## src/rtl/op_rr_encoder.sv

```systemverilog
// Round-robin opcode encoder: picks one of 16 requesters fairly, offers it
// downstream over a valid/ready handshake and counts accepted opcodes.
//
// state | meaning
// ------+-----------------------------------------------------------
// IDLE  | nothing offered; op_valid=0, op_sel holds its last value
// OFFER | op_sel/grant hold a stable offer until op_ready accepts it
module op_rr_encoder (
  input  logic        clk,
  input  logic        rst,
  input  logic [15:0] req,
  input  logic        op_ready,
  output logic        op_valid,
  output logic [3:0]  op_sel,
  output logic [15:0] grant,
  output logic [7:0]  issue_cnt
);

  typedef enum logic {
    IDLE  = 1'b0,
    OFFER = 1'b1
  } state_t;

  state_t      state_q, state_d;
  logic [3:0]  op_sel_q, op_sel_d;
  logic [15:0] grant_q, grant_d;
  logic [7:0]  issue_cnt_q, issue_cnt_d;
  logic [3:0]  last_ptr_q, last_ptr_d;

  logic        handshake;
  logic [3:0]  search_base;
  logic [3:0]  cand;
  logic [3:0]  winner;
  logic        winner_found;

  // A handshake this cycle moves the pointer, so the next search already
  // starts past the opcode being accepted; this is what removes the bubble.
  always_comb begin
    handshake   = (state_q == OFFER) && op_ready;
    search_base = handshake ? op_sel_q : last_ptr_q;
  end

  // Scan from the farthest position back to the nearest; the last hit wins,
  // which is the first set bit in ascending order after search_base.
  always_comb begin
    cand         = 4'h0;
    winner       = 4'h0;
    winner_found = 1'b0;
    for (int k = 16; k >= 1; k--) begin
      cand = search_base + k[3:0];
      if (req[cand]) begin
        winner       = cand;
        winner_found = 1'b1;
      end
    end
  end

  always_ff @(posedge clk) begin
    if (rst) begin
      state_q     <= IDLE;
      op_sel_q    <= 4'h0;
      grant_q     <= 16'h0000;
      issue_cnt_q <= 8'h00;
      last_ptr_q  <= 4'hF;
    end else begin
      state_q     <= state_d;
      op_sel_q    <= op_sel_d;
      grant_q     <= grant_d;
      issue_cnt_q <= issue_cnt_d;
      last_ptr_q  <= last_ptr_d;
    end
  end

  always_comb begin
    state_d     = state_q;
    op_sel_d    = op_sel_q;
    grant_d     = grant_q;
    issue_cnt_d = issue_cnt_q;
    last_ptr_d  = last_ptr_q;
    case (state_q)
      IDLE: begin
        if (winner_found) begin
          state_d  = OFFER;
          op_sel_d = winner;
          grant_d  = 16'h0001 << winner;
        end
      end
      OFFER: begin
        if (op_ready) begin
          issue_cnt_d = issue_cnt_q + 8'd1;
          last_ptr_d  = op_sel_q;
          if (winner_found) begin
            op_sel_d = winner;
            grant_d  = 16'h0001 << winner;
          end else begin
            state_d = IDLE;
            grant_d = 16'h0000;
          end
        end
      end
      default: begin
        state_d = IDLE;
        grant_d = 16'h0000;
      end
    endcase
  end

  always_comb begin
    op_valid  = (state_q == OFFER);
    op_sel    = op_sel_q;
    grant     = grant_q;
    issue_cnt = issue_cnt_q;
  end

endmodule

```

## config.mk

```make
export PLATFORM = sky130hd
export DESIGN_NAME = op_rr_encoder
export DESIGN_NICKNAME = d
export VERILOG_FILES = /design/src/rtl/op_rr_encoder.sv
export SDC_FILE = /design/constraint.sdc
export NUM_CORES = 1
export LEC_CHECK = 0
export CAP_MARGIN = 20
export CORE_MARGIN = 2
export CORE_UTILIZATION = 50
export CTS_CLUSTER_SIZE = 16
export DETAILED_ROUTE_END_ITERATION = 8
export GPL_TIMING_DRIVEN = 0
export HOLD_SLACK_MARGIN = 0.06
export PLACE_DENSITY = 0.84
export SLEW_MARGIN = 30
export SYNTH_ARGS = -nofsm -noshare
export SYNTH_HDL_FRONTEND = slang
export SYNTH_SLANG_ARGS = --single-unit
```

## constraint.sdc

```tcl
create_clock -name clk -period 5.9 [get_ports clk]
set_clock_uncertainty 0.15 [all_clocks]
set_input_delay 1.18 -clock clk [delete_from_list [all_inputs] [get_ports clk]]
set_output_delay 1.18 -clock clk [all_outputs]
set_load 0.02 [all_outputs]
```

==> images/pdn.png <==
Pins as bars on the die edge. Tap cells in grey.
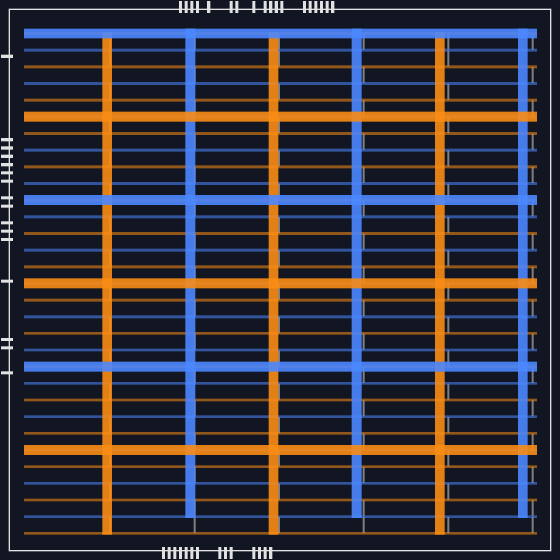
- VDD: blue
- VSS: orange
- rows: 30
- tap cells: 96
- met5 straps: 6
- signal pins: 48

==> images/clock_map.png <==
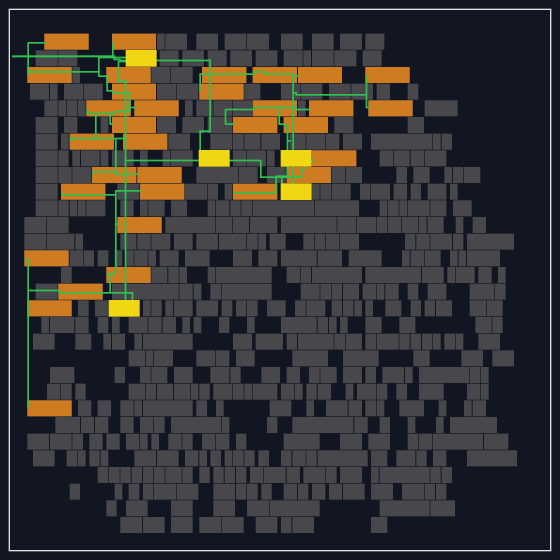
- flip-flops: orange (count 33)
- clock wires: green (length 405 um)
- cells driving clock nets: yellow (count 5)
- routed clock nets: 6
clock network fraction of total power: 0.099
Insertion Delay late pin: 0.29 ns
Clk. pwr: 0.000213 W

==> images/final_placement.png <==
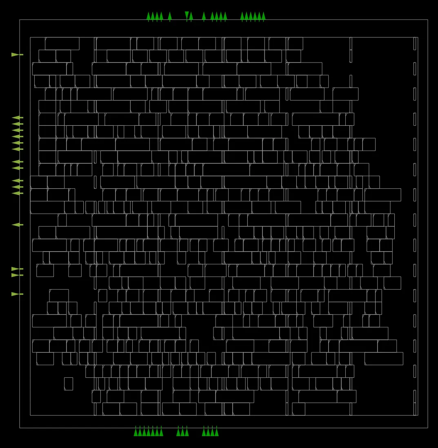
Rows: 30
Fillers: 561
tap cells: 96
Layout Cells excl Fill: 606
post-route core utilization: 0.661

==> images/cell_classes.png <==
Scale bar: 20 um. Fill, decap, tap and diode cells in grey.
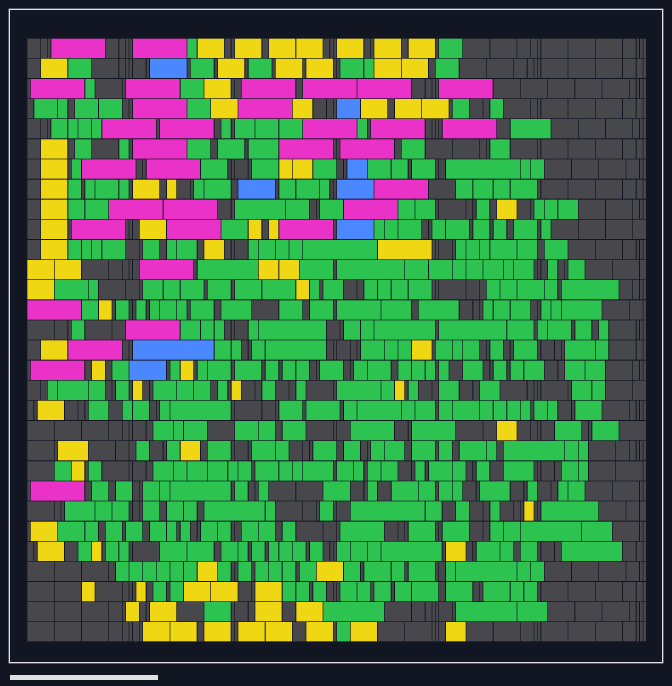
- all other logic: green (cells 391)
- flip-flops: magenta (cells 33)
- other buffers and delay cells: yellow (cells 78)
- clock drivers and dummy loads: blue (cells 8)

==> images/met2.png <==
Scale bar: 20 um.
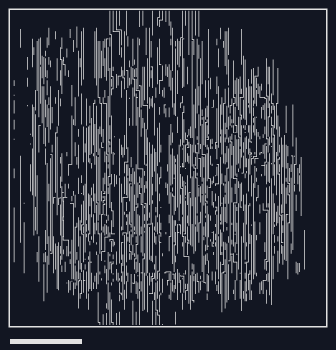
- nets with wire on the layer: 489
- wire length on this layer: 5700 um
- share of all routed wire: 46%
- longest straight run: 35.7 um
grt met2 use: 0.503
via count: 4103
final WL: 12500 um

==> area by class of cell <==
class,count,area share
multi-input combinational,381,0.646
sequential,33,0.146
timing repair buffer,58,0.125
tap,96,0.0266
buffer,20,0.0224
clock buffer,5,0.0152
clock inverter,3,0.0102
inverter,10,0.00831
==> where the power goes <==
group	switching, W	leakage (nW)	internal (W)
logic	0.000972	1.37	0.000653
registers	0.0000405	0.269	0.000266
clock network	0.0000870	0.0543	0.000126
total	0.00110	1.69	0.00105
==> sequential cells by signal (all words and copies together), names as in the netlist <==
name and count:
op_valid 1, last_ptr_q 4, issue_cnt 8, grant 16, op_sel 4
==> per-layer routing <==
metal,global-route usage,part of all wire,vias to the layer above
li1,-,-,1861
met3,0.0679,0.11,38
met4,0.101,0.026,0
met1,0.443,0.40,1934
met2,0.503,0.46,270
met5,0,0,-
==> changes_impl.md <==
## Flow update

* Status: finished, final reports clean
* Vias in the first global route at roughly 3800
* Fin area at 4520 um^2
* Final setup vio count at 0
* Cell family with most CP delay: AND-OR/OR-AND gates
* Layout net count at 534
* Worst Hold Endpoint: grant[14]
* Cells in synth_stat.txt at approximately 450
* Vias per inst at ~6.8
* Maxcap violations at 0
* Critical path capture point type: register
* Clock slew at reported path FFs at about 0.070 ns
* Worst Tran Pin Value at a little under 0.9 ns
* Slew HR at 0.405
* Cell type with the largest total area: dfxtp_1
* Clk sinks at 33
* Worst EP arrival at 5.89 ns
* Ant diodes at 0
* Startpoint Class: primary input
* CTS buffer count at 5
* Distinct cell type count after synthesis at 73
* Reg2reg start: op_valid
* Fin crit share at 0.985
* DP HPWL at approximately 9300 um
* Final hold vios at 0
* Top cells excl fill/tap: 47 x clkdlybuf4s50_1, 37 x nand3_1, 36 x nor2_1
* Die height at slightly below 90 um
* Pre-CTS setup slack at -1.00 ns
* Setup TNS at 0 ns
* Gpl congestion at slightly below 1
* WP depth at 15
* Min setup slack post-route at 0.0875 ns
* Comb area at 2920 um^2
* Crit path DRT at around 6 ns
* Seq share, synth at 0.187
* Initial antenna violation count at 0
* Cell with the most instances after synthesis: nand3_1
* Post_cts resized at 15
* Hold Crit Start: grant[14]
* YS chip area at between 3000 and 4000 um^2
* WL per Instance at between 20 and 25 um
* Critical path startpoint: op_ready
* Register area at about 660 um^2
* Clk root buf: clkbuf_8
* First-pass GRT wire length at 19400 um
* Max Root-Sink Buffers at 2
* Synthesized instance count at 446
* Buf/Inv on CP at 4
* Worst Hold Class: register to register
* Multiplexer share at 0.157
* DP Area at slightly above 4000 um^2
* Area Growth Syn to Fin at 27.6%
* Setup CP Type: primary input to register
* Pleak at about 1.7 nW
* Routed Antenna Nets at 0
* Pwr/cell area at roughly 470 nW/um^2
* Register-to-Register Path Depth at 14
* IO buf count at ~47
* Critical-path cell list: clkdlybuf4s50_1, buf_6, nand2_4, a21o_2, clkbuf_4, clkbuf_4, ha_1, a21o_1, xnor2_2, mux4_2, a221o_1, a2111oi_1, o41ai_4, nor2_1, a22o_1
* FF-to-FF End: grant[9]
* Most frequent CP cell: clkbuf_4
No activity file was given, so power comes from the tool's default toggle rates.
